Figure 1. The metal 2 layer.
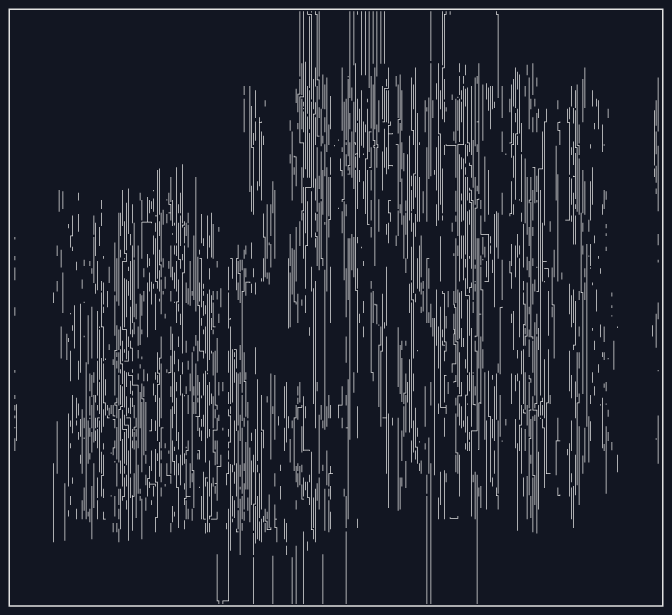
Figure 2. Logic cells by family.
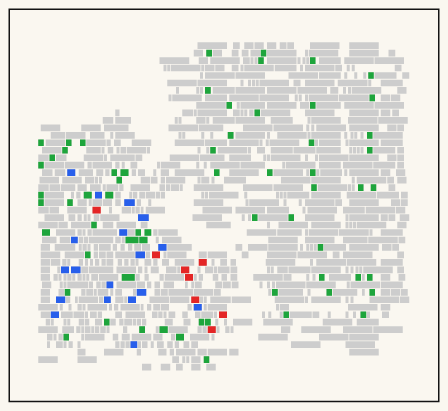
Figure 3. Congestion heat map.
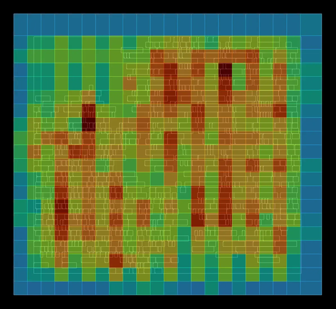
Figure 4. Cell density map.
The die is cut into 16 by 14 equal tiles; white is low, dark blue is high, 0 to 100% covered.
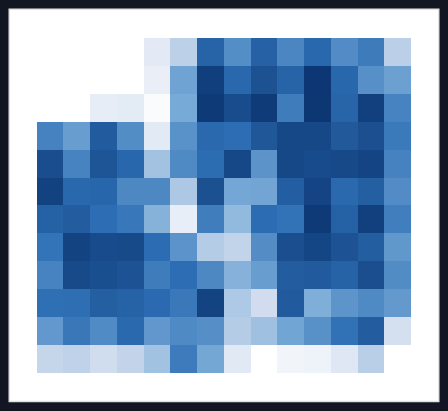
Figure 5. Wiring by layer.
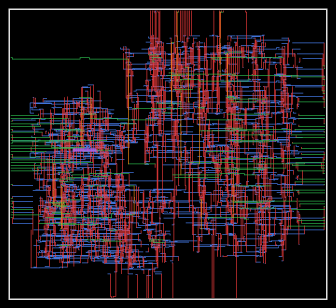
$ cat src/rtl/mem_dump_reader.sv
// mem_dump_reader: post-run readback engine for the data RAM read port.
// Reads a window of word addresses through a 1-cycle-latency synchronous RAM
// port and streams them out on a valid/ready interface with a last flag.
module mem_dump_reader #(
  parameter int ADDR_W     = 10,
  parameter int DATA_W     = 32,
  parameter int FIFO_DEPTH = 4
) (
  input  logic              clk,
  input  logic              Rstn,
  input  logic              start,
  input  logic [ADDR_W-1:0] base_addr,
  input  logic [ADDR_W:0]   length,
  output logic              busy,
  output logic              done,
  output logic              mem_re,
  output logic [ADDR_W-1:0] mem_addr,
  input  logic [DATA_W-1:0] mem_rdata,
  output logic              out_valid,
  output logic [DATA_W-1:0] out_data,
  output logic              out_last,
  input  logic              out_ready
);

  localparam int PW = $clog2(FIFO_DEPTH);
  localparam logic [PW:0]       DepthL  = (PW+1)'(FIFO_DEPTH);
  localparam logic [PW:0]       CntOne  = (PW+1)'(1);
  localparam logic [PW-1:0]     PtrOne  = PW'(1);
  localparam logic [ADDR_W-1:0] AddrOne = ADDR_W'(1);
  localparam logic [ADDR_W:0]   WordOne = (ADDR_W+1)'(1);

  typedef enum logic [1:0] {IDLE, READ, DONE} state_t;

  state_t            state_q, state_d;
  logic [ADDR_W-1:0] nextAddr_q, nextAddr_d;
  logic [ADDR_W-1:0] lastAddr_q, lastAddr_d;
  logic [ADDR_W:0]   issueRem_q, issueRem_d;
  logic [ADDR_W:0]   popRem_q, popRem_d;
  logic              inflight_q;
  logic [DATA_W-1:0] fifoMem_q [FIFO_DEPTH];
  logic [PW-1:0]     wrPtr_q, rdPtr_q;
  logic [PW:0]       count_q, count_d;
  logic [PW:0]       occupancy;
  logic              push, pop;

  // Occupancy counts words already buffered plus the read still in flight,
  // so issuing only below FIFO_DEPTH means the buffer can never overflow.
  assign occupancy = count_q + {{PW{1'b0}}, inflight_q};
  assign push      = inflight_q;
  assign pop       = out_valid & out_ready;
  assign out_valid = (count_q != '0);
  assign out_data  = fifoMem_q[rdPtr_q];
  assign out_last  = out_valid && (popRem_q == WordOne);
  assign mem_addr  = mem_re ? nextAddr_q : lastAddr_q;

  // Next-state, read-issue and status decode for the dump sequencer.
  always_comb begin
    state_d    = state_q;
    nextAddr_d = nextAddr_q;
    lastAddr_d = lastAddr_q;
    issueRem_d = issueRem_q;
    popRem_d   = popRem_q;
    mem_re     = 1'b0;
    done       = 1'b0;
    busy       = (state_q != IDLE);
    case (state_q)
      IDLE: begin
        if (start) begin
          if (length != '0) begin
            state_d    = READ;
            nextAddr_d = base_addr;
            issueRem_d = length;
            popRem_d   = length;
          end else begin
            state_d = DONE;
          end
        end
      end
      READ: begin
        mem_re = (issueRem_q != '0) && (occupancy < DepthL);
        if (mem_re) begin
          nextAddr_d = nextAddr_q + AddrOne;
          lastAddr_d = nextAddr_q;
          issueRem_d = issueRem_q - WordOne;
        end
        if (pop) begin
          popRem_d = popRem_q - WordOne;
          if (out_last) begin
            state_d = DONE;
          end
        end
      end
      DONE: begin
        done    = 1'b1;
        state_d = IDLE;
      end
      default: state_d = IDLE;
    endcase
  end

  // Buffer occupancy follows push/pop; both at once leaves it unchanged.
  always_comb begin
    count_d = count_q;
    case ({push, pop})
      2'b10:   count_d = count_q + CntOne;
      2'b01:   count_d = count_q - CntOne;
      default: count_d = count_q;
    endcase
  end

  // Sequencer registers; reset aborts any dump without a done pulse.
  always_ff @(posedge clk) begin
    if (!Rstn) begin
      state_q    <= IDLE;
      nextAddr_q <= '0;
      lastAddr_q <= '0;
      issueRem_q <= '0;
      popRem_q   <= '0;
      inflight_q <= 1'b0;
    end else begin
      state_q    <= state_d;
      nextAddr_q <= nextAddr_d;
      lastAddr_q <= lastAddr_d;
      issueRem_q <= issueRem_d;
      popRem_q   <= popRem_d;
      inflight_q <= mem_re;
    end
  end

  // Output buffer: RAM data lands the cycle after its read; reset drops it.
  always_ff @(posedge clk) begin
    if (!Rstn) begin
      for (int i = 0; i < FIFO_DEPTH; i++) begin
        fifoMem_q[i] <= '0;
      end
      wrPtr_q <= '0;
      rdPtr_q <= '0;
      count_q <= '0;
    end else begin
      if (push) begin
        fifoMem_q[wrPtr_q] <= mem_rdata;
        wrPtr_q            <= wrPtr_q + PtrOne;
      end
      if (pop) begin
        rdPtr_q <= rdPtr_q + PtrOne;
      end
      count_q <= count_d;
    end
  end

endmodule

$ cat config.mk
export PLATFORM = sky130hd
export DESIGN_NAME = mem_dump_reader
export DESIGN_NICKNAME = d
export VERILOG_FILES = /design/src/rtl/mem_dump_reader.sv
export SDC_FILE = /design/constraint.sdc
export NUM_CORES = 1
export LEC_CHECK = 0
export CAP_MARGIN = 5
export CORE_ASPECT_RATIO = 0.9
export CORE_MARGIN = 10
export CORE_UTILIZATION = 50
export DETAILED_ROUTE_END_ITERATION = 12
export PLACE_DENSITY = 0.84
export SYNTH_ARGS = -nofsm -noshare
export SYNTH_HDL_FRONTEND = slang
export SYNTH_SLANG_ARGS = --single-unit
export TNS_END_PERCENT = 30
$ cat constraint.sdc
create_clock -name clk -period 3.2 [get_ports clk]
set_clock_uncertainty 0.05 [all_clocks]
set_input_delay 0.64 -clock clk [delete_from_list [all_inputs] [get_ports clk]]
set_output_delay 0.64 -clock clk [all_outputs]
set_load 0.05 [all_outputs]
==> flow_summary.toml <==
# physical design summary
[outcome]
outcome = "finished with violations"
violated_checks = "setup timing"

[timing]
worst_slew_pin_slew_ns = 0.7757
post-route-worst-setup-slack_ns = -0.1742
finalSetupViolCount = 11
totalNegativeSetupSlack_ns = -1.486
finalHoldViolations = 0

[synth]
syn_area_per_cell_um2 = 11.67
post_synth_ao_oa_area_fraction = 0.08121
synth-warning-count = 0
and_or_nand_nor_cells_area_fraction = 0.1597
ys_sh_mux = 0.1032

[cells_and_area]
lay_top_count = "sky130_fd_sc_hd__edfxtp_1"
layout.cells.most_common_list = "sky130_fd_sc_hd__edfxtp_1, sky130_fd_sc_hd__nor2_1, sky130_fd_sc_hd__nand2_1, sky130_fd_sc_hd__clkdlybuf4s50_1, sky130_fd_sc_hd__buf_4"

[worst_hold_path]
hold_depth = 2

[global_route]
grt_start_max_net_pins = 41
grt_antenna_before_repair = 1

[clock_tree]
cts_made_buffers = 17
cts_num_sinks = 182
max-clock-path-buffers = 2

[floorplan]
num_rows = 44
fp.coreArea_um2 = 16190

[detailed_routing]
initialDrtViolationCount = 401
dr.pass1.iters = 5
via_count = 5886
finalWirelength_mm = 19.61

[power]
power.clock.total_mw = 2.03
power.sequential.total_mw = 2.79
p_leak_nw = 3.989
power.share.combinational = 0.280

[run]
drv_cap = 0

[placed_design]
numPlacedInstances = 997
place.gp.congestion = 0.8245

[worst_setup_path]
worstSetupStartpointType = "register"
r2r.worst_path.cells = 9
-- Figure 1 (at the start) --
- nets with wire on the layer: 762
- main direction: vertical

-- Figure 2 (at the start) --
- red: xor and xnor cells (cells 8; most used xor2_1)
- blue: non-inverting ao/oa cells (cells 18)
- green: and/or cells (cells 63; most used and2_1)

-- Figure 3 (at the start) --
most crowded layer after global routing: met2
total routing usage reported by global routing: 0.1794
met1 track demand over resource in global routing: 0.2153

-- Figure 4 (at the start) --
- emptiest ninth of the die: north-west
- tiles over 75% full: 31%
- nearly empty tiles: 30%
- mean over tiles: 45%
- fullest tile: 97%

-- Figure 5 (at the start) --
- green: metal 3 (wire length 1980 um)
- blue: metal 1 (wire length 7630 um)
- orange: metal 4 (wire length 401 um)
- red: metal 2 (wire length 9590 um)
- purple: metal 5 (wire length 10.1 um)

## area by class of cell
class | count | area (um2) | share of cell area
multi-input combinational | 441 | 3058 | 0.2976
inverter | 43 | 161.4 | 0.01571
tap | 207 | 259.0 | 0.02520
clock buffer | 17 | 425.4 | 0.04140
timing repair buffer | 133 | 1294 | 0.1259
clock inverter | 15 | 150.1 | 0.01461
sequential | 182 | 4928 | 0.4796
## routing by layer
layer  up-vias  part of all wire  wire [um]  GRT usage
met5         -           0.00051         10          0
met1      2821              0.39       7628     0.2153
met2       265              0.49       9590     0.2947
met3        37              0.10       1980    0.06558
li1       2761                 -          -          -
met4         2             0.020        400    0.05709
## flip-flops by register name, summed over array words and instances (netlist names), named ones only
register and count:
issueRem_q 11, count_q 3, fifoMem_q 128, wrPtr_q 2
inflight_q 1, rdPtr_q 2, nextAddr_q 10, state_q 2
lastAddr_q 10, popRem_q 11
## worst max path at each step
stage | startpoint | end | slack, ns | cells past startpoint
2_1_floorplan | inflight_q$_SDFF_PN0_ | fifoMem_q[1][0]$_SDFFCE_PN0P_ | -0.10 | 2
3_3_place_gp | issueRem_q[1]$_SDFFE_PN0P_ | mem_addr[8] | 0.09 | 7
3_5_place_dp | issueRem_q[1]$_SDFFE_PN0P_ | mem_addr[6] | 0.03 | 7
4_1_cts | issueRem_q[0]$_SDFFE_PN0P_ | mem_addr[0] | -0.19 | 7
5_1_grt | issueRem_q[0]$_SDFFE_PN0P_ | mem_addr[0] | -0.22 | 7
6_report | issueRem_q[0]$_SDFFE_PN0P_ | mem_addr[2] | -0.17 | 7
## worst max-delay path, delay by kind of cell, from the launching register on
kind          cells  cell delay [ns]
simple gates      3             1.24
flops             1             0.33
mux               1             0.33
buf+inv           2             0.22
fa+ha+maj         1             0.12
## metrics by stage
stage | setup slack (ns) | hold slack [ns]
CTS | -0.1936 | 0.4020
detailed placement | 0.03430 | 0.3915
global route | -0.2247 | 0.4267
floorplan | -0.1001 | 0.3791
global placement | 0.08649 | 0.3853
finish | -0.1742 | 0.4049
## synth_stat cells, types with 5 or more instances
library cell and instances:
sky130_fd_sc_hd__mux2_4 6, sky130_fd_sc_hd__clkbuf_1 29, sky130_fd_sc_hd__dfxtp_1 54, sky130_fd_sc_hd__mux4_2 32, sky130_fd_sc_hd__nand2b_1 8, sky130_fd_sc_hd__or3_1 5
sky130_fd_sc_hd__o32ai_1 8, sky130_fd_sc_hd__and2_1 45, sky130_fd_sc_hd__nor3_1 9, sky130_fd_sc_hd__nand2_1 79, sky130_fd_sc_hd__edfxtp_1 128, sky130_fd_sc_hd__nand3_1 14
sky130_fd_sc_hd__a21oi_1 40, sky130_fd_sc_hd__buf_1 10, sky130_fd_sc_hd__ha_1 5, sky130_fd_sc_hd__xor2_1 6, sky130_fd_sc_hd__nor4_1 5, sky130_fd_sc_hd__o21ai_0 17
sky130_fd_sc_hd__nor2_1 92, sky130_fd_sc_hd__inv_1 43, sky130_fd_sc_hd__o22ai_1 5
## what timing repair did
action / 4_1_cts / 5_1_grt
gates resized: 16 / 0
gates cloned: 1 / 0
pin swaps: 2 / 1
setup endpoints to repair: 11 / 11
setup buffers: 5 / 3
